<file path="src/rtl/alu_driver.sv">
// -----------------------------------------------------------------------------
// alu_driver
//   Self-test sequencer for a 4-bit ALU. It drives registered operand/opcode
//   vectors to an external ALU, waits one settle cycle, and compares the ALU's
//   combinational response against an internal golden model. It runs either a
//   single configured vector or an exhaustive sweep of all 2048 vectors, and
//   reports an error count, the first failing vector and a pass flag.
//
// Ports
//   clk, rst                 clock, synchronous active-high reset
//   start, sweep             run request (IDLE only), sweep/single select
//   cfg_a, cfg_b, cfg_ctrl   single-mode vector
//   alu_a, alu_b, alu_ctrl   registered vector driven to the ALU
//   alu_res, alu_car, alu_of ALU response
//   busy, done, pass         run status
//   err_cnt                  saturating mismatch count
//   err_a, err_b, err_ctrl   first failing vector of the run
// -----------------------------------------------------------------------------
module alu_driver (
   input  logic       clk,
   input  logic       rst,
   input  logic       start,
   input  logic       sweep,
   input  logic [3:0] cfg_a,
   input  logic [3:0] cfg_b,
   input  logic [2:0] cfg_ctrl,
   output logic [3:0] alu_a,
   output logic [3:0] alu_b,
   output logic [2:0] alu_ctrl,
   input  logic [3:0] alu_res,
   input  logic       alu_car,
   input  logic       alu_of,
   output logic       busy,
   output logic       done,
   output logic       pass,
   output logic [7:0] err_cnt,
   output logic [3:0] err_a,
   output logic [3:0] err_b,
   output logic [2:0] err_ctrl
);

   typedef enum logic [1:0] {StIdle, StDrive, StCheck, StDone} state_e;

   state_e      state_q, state_d;
   logic [3:0]  a_q, a_d, b_q, b_d;
   logic [2:0]  ctrl_q, ctrl_d;
   logic        sweep_q, sweep_d;
   logic [7:0]  err_cnt_q, err_cnt_d;
   logic [3:0]  err_a_q, err_a_d, err_b_q, err_b_d;
   logic [2:0]  err_ctrl_q, err_ctrl_d;
   logic        pass_q, pass_d;

   // Golden model
   logic [3:0]  exp_res;
   logic        exp_car, exp_of;
   logic [4:0]  sum5;
   logic [3:0]  neg_b;

   always_comb begin
      exp_res = 4'd0;
      exp_car = 1'b0;
      exp_of  = 1'b0;
      neg_b   = (~b_q) + 4'd1;
      sum5    = 5'd0;
      case (ctrl_q)
         3'b000: begin
            sum5    = {1'b0, a_q} + {1'b0, b_q};
            exp_res = sum5[3:0];
            exp_car = sum5[4];
            exp_of  = (a_q[3] == b_q[3]) & (sum5[3] != a_q[3]);
         end
         3'b001: begin
            sum5    = {1'b0, a_q} + {1'b0, neg_b};
            exp_res = sum5[3:0];
            exp_car = sum5[4];
            // Overflow term deliberately uses the raw b operand, not its negation.
            exp_of  = (a_q[3] == b_q[3]) & (sum5[3] != a_q[3]);
         end
         3'b010: exp_res = ~a_q;
         3'b011: exp_res = a_q & b_q;
         3'b100: exp_res = a_q | b_q;
         3'b101: exp_res = a_q ^ b_q;
         3'b110: begin
            if (a_q[3] != b_q[3]) exp_res = {3'b000, a_q[3]};
            else                  exp_res = (a_q < b_q) ? 4'd0 : 4'd1;
         end
         default: exp_res = (a_q == b_q) ? 4'd0 : 4'd1;
      endcase
   end

   logic        mismatch;
   logic        last_vec;
   logic [10:0] vec, vec_nxt;

   assign mismatch = {alu_res, alu_car, alu_of} != {exp_res, exp_car, exp_of};
   assign vec      = {ctrl_q, a_q, b_q};
   assign vec_nxt  = vec + 11'd1;
   assign last_vec = ~sweep_q | (vec == 11'h7FF);

   // Next-state and outputs
   always_comb begin
      state_d    = state_q;
      a_d        = a_q;
      b_d        = b_q;
      ctrl_d     = ctrl_q;
      sweep_d    = sweep_q;
      err_cnt_d  = err_cnt_q;
      err_a_d    = err_a_q;
      err_b_d    = err_b_q;
      err_ctrl_d = err_ctrl_q;
      pass_d     = pass_q;
      case (state_q)
         StIdle: begin
            if (start) begin
               a_d        = sweep ? 4'd0 : cfg_a;
               b_d        = sweep ? 4'd0 : cfg_b;
               ctrl_d     = sweep ? 3'd0 : cfg_ctrl;
               sweep_d    = sweep;
               err_cnt_d  = 8'd0;
               err_a_d    = 4'd0;
               err_b_d    = 4'd0;
               err_ctrl_d = 3'd0;
               pass_d     = 1'b0;
               state_d    = StDrive;
            end
         end
         StDrive: state_d = StCheck;
         StCheck: begin
            if (mismatch) begin
               if (err_cnt_q != 8'hFF) err_cnt_d = err_cnt_q + 8'd1;
               // A zero count means no earlier failure in this run.
               if (err_cnt_q == 8'd0) begin
                  err_a_d    = a_q;
                  err_b_d    = b_q;
                  err_ctrl_d = ctrl_q;
               end
            end
            if (last_vec) begin
               pass_d  = (err_cnt_d == 8'd0);
               state_d = StDone;
            end else begin
               {ctrl_d, a_d, b_d} = vec_nxt;
               state_d = StDrive;
            end
         end
         StDone:  state_d = StIdle;
         default: state_d = StIdle;
      endcase
   end

   always_ff @(posedge clk) begin
      if (rst) begin
         state_q    <= StIdle;
         a_q        <= 4'd0;
         b_q        <= 4'd0;
         ctrl_q     <= 3'd0;
         sweep_q    <= 1'b0;
         err_cnt_q  <= 8'd0;
         err_a_q    <= 4'd0;
         err_b_q    <= 4'd0;
         err_ctrl_q <= 3'd0;
         pass_q     <= 1'b0;
      end else begin
         state_q    <= state_d;
         a_q        <= a_d;
         b_q        <= b_d;
         ctrl_q     <= ctrl_d;
         sweep_q    <= sweep_d;
         err_cnt_q  <= err_cnt_d;
         err_a_q    <= err_a_d;
         err_b_q    <= err_b_d;
         err_ctrl_q <= err_ctrl_d;
         pass_q     <= pass_d;
      end
   end

   assign alu_a    = a_q;
   assign alu_b    = b_q;
   assign alu_ctrl = ctrl_q;
   assign busy     = (state_q == StDrive) | (state_q == StCheck);
   assign done     = (state_q == StDone);
   assign pass     = pass_q;
   assign err_cnt  = err_cnt_q;
   assign err_a    = err_a_q;
   assign err_b    = err_b_q;
   assign err_ctrl = err_ctrl_q;

endmodule

</file>
<file path="config.mk">
export PLATFORM = sky130hd
export DESIGN_NAME = alu_driver
export DESIGN_NICKNAME = d
export VERILOG_FILES = /design/src/rtl/alu_driver.sv
export SDC_FILE = /design/constraint.sdc
export NUM_CORES = 1
export LEC_CHECK = 0
export CORE_ASPECT_RATIO = 0.8
export CORE_MARGIN = 3
export CORE_UTILIZATION = 30
export DETAILED_ROUTE_END_ITERATION = 8
export PLACE_DENSITY_LB_ADDON = 0.1
export SYNTH_ARGS = -nofsm -noshare
export SYNTH_HDL_FRONTEND = slang
export SYNTH_SLANG_ARGS = --single-unit
</file>
<file path="constraint.sdc">
create_clock -name clk -period 3 [get_ports clk]
set_input_delay 0.3 -clock clk [delete_from_list [all_inputs] [get_ports clk]]
set_output_delay 0.3 -clock clk [all_outputs]
set_load 0.02 [all_outputs]
</file>
==> impl_metrics.json <==
{
  "syn-instance-count": 348,
  "comb_share": 0.5245,
  "hp-start": "err_a[3]",
  "edf_count": 0,
  "crit_family": "AND-OR/OR-AND gates",
  "ys_area_um2": 2833,
  "critPathKind": "flop to flop",
  "violations": "negative setup slack",
  "grt_pass1_wl_um": 14770,
  "xor_area_frac": 0.04638,
  "gp_congestion": 0.9109,
  "holdWs_ns": 0.4791,
  "finalWorstSetupSlack_ns": -0.001365,
  "rows": 31,
  "drt_iter0_drc": 210,
  "setup_violations": 2,
  "port_buffers": 53,
  "synth-seq-cells": 34,
  "slowest_delay_ns": 0.42,
  "cts_tree": "built",
  "status": "finished with violations",
  "setup_tns_ns": -0.001883,
  "final_hold_viol_count": 0,
  "seqPwrFrac": 0.240
}
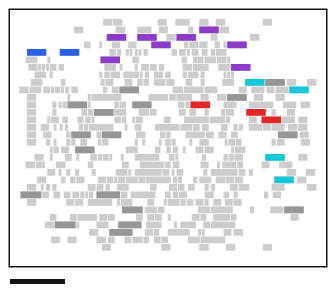
*Sequential cells grouped by signal name*
Scale bar: 20 um. Other sequential cells in the stronger grey, the rest of the logic in the fainter grey.
legend:
  purple:
    signal: `err_cnt`
    placed_flops: 8
    where: top middle
  blue:
    signal: `state_q`
    placed_flops: 2
  cyan:
    signal: `err_b`
    placed_flops: 4
    where: right middle
  red:
    signal: `err_ctrl`
    placed_flops: 3
P_seq: 539 uW
fraction of area in registers: 0.1625
register area: 695.7 um2

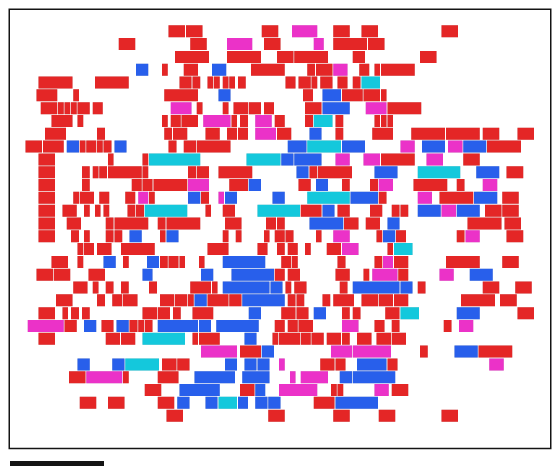
*Cell sizes after repair*
Scale bar: 20 um.
legend:
  red:
    size: x1 and smaller
    cells: 308
  magenta:
    size: x2
    cells: 40
  blue:
    size: x3 and x4
    cells: 74
  cyan:
    size: x6 and larger
    cells: 14
Non-CTS buffers: 100
Final WS setup: -0.001365 ns

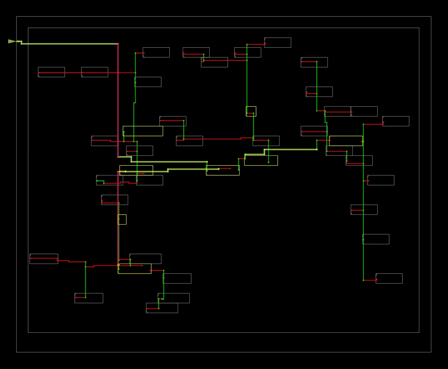
*Clock routing*
clock skew: 0.003505 ns
Worst-Skew Late Latency: 0.28 ns
Clock group: 602 uW
Seq cells: 34

Power is estimated from default activity; no workload was simulated.
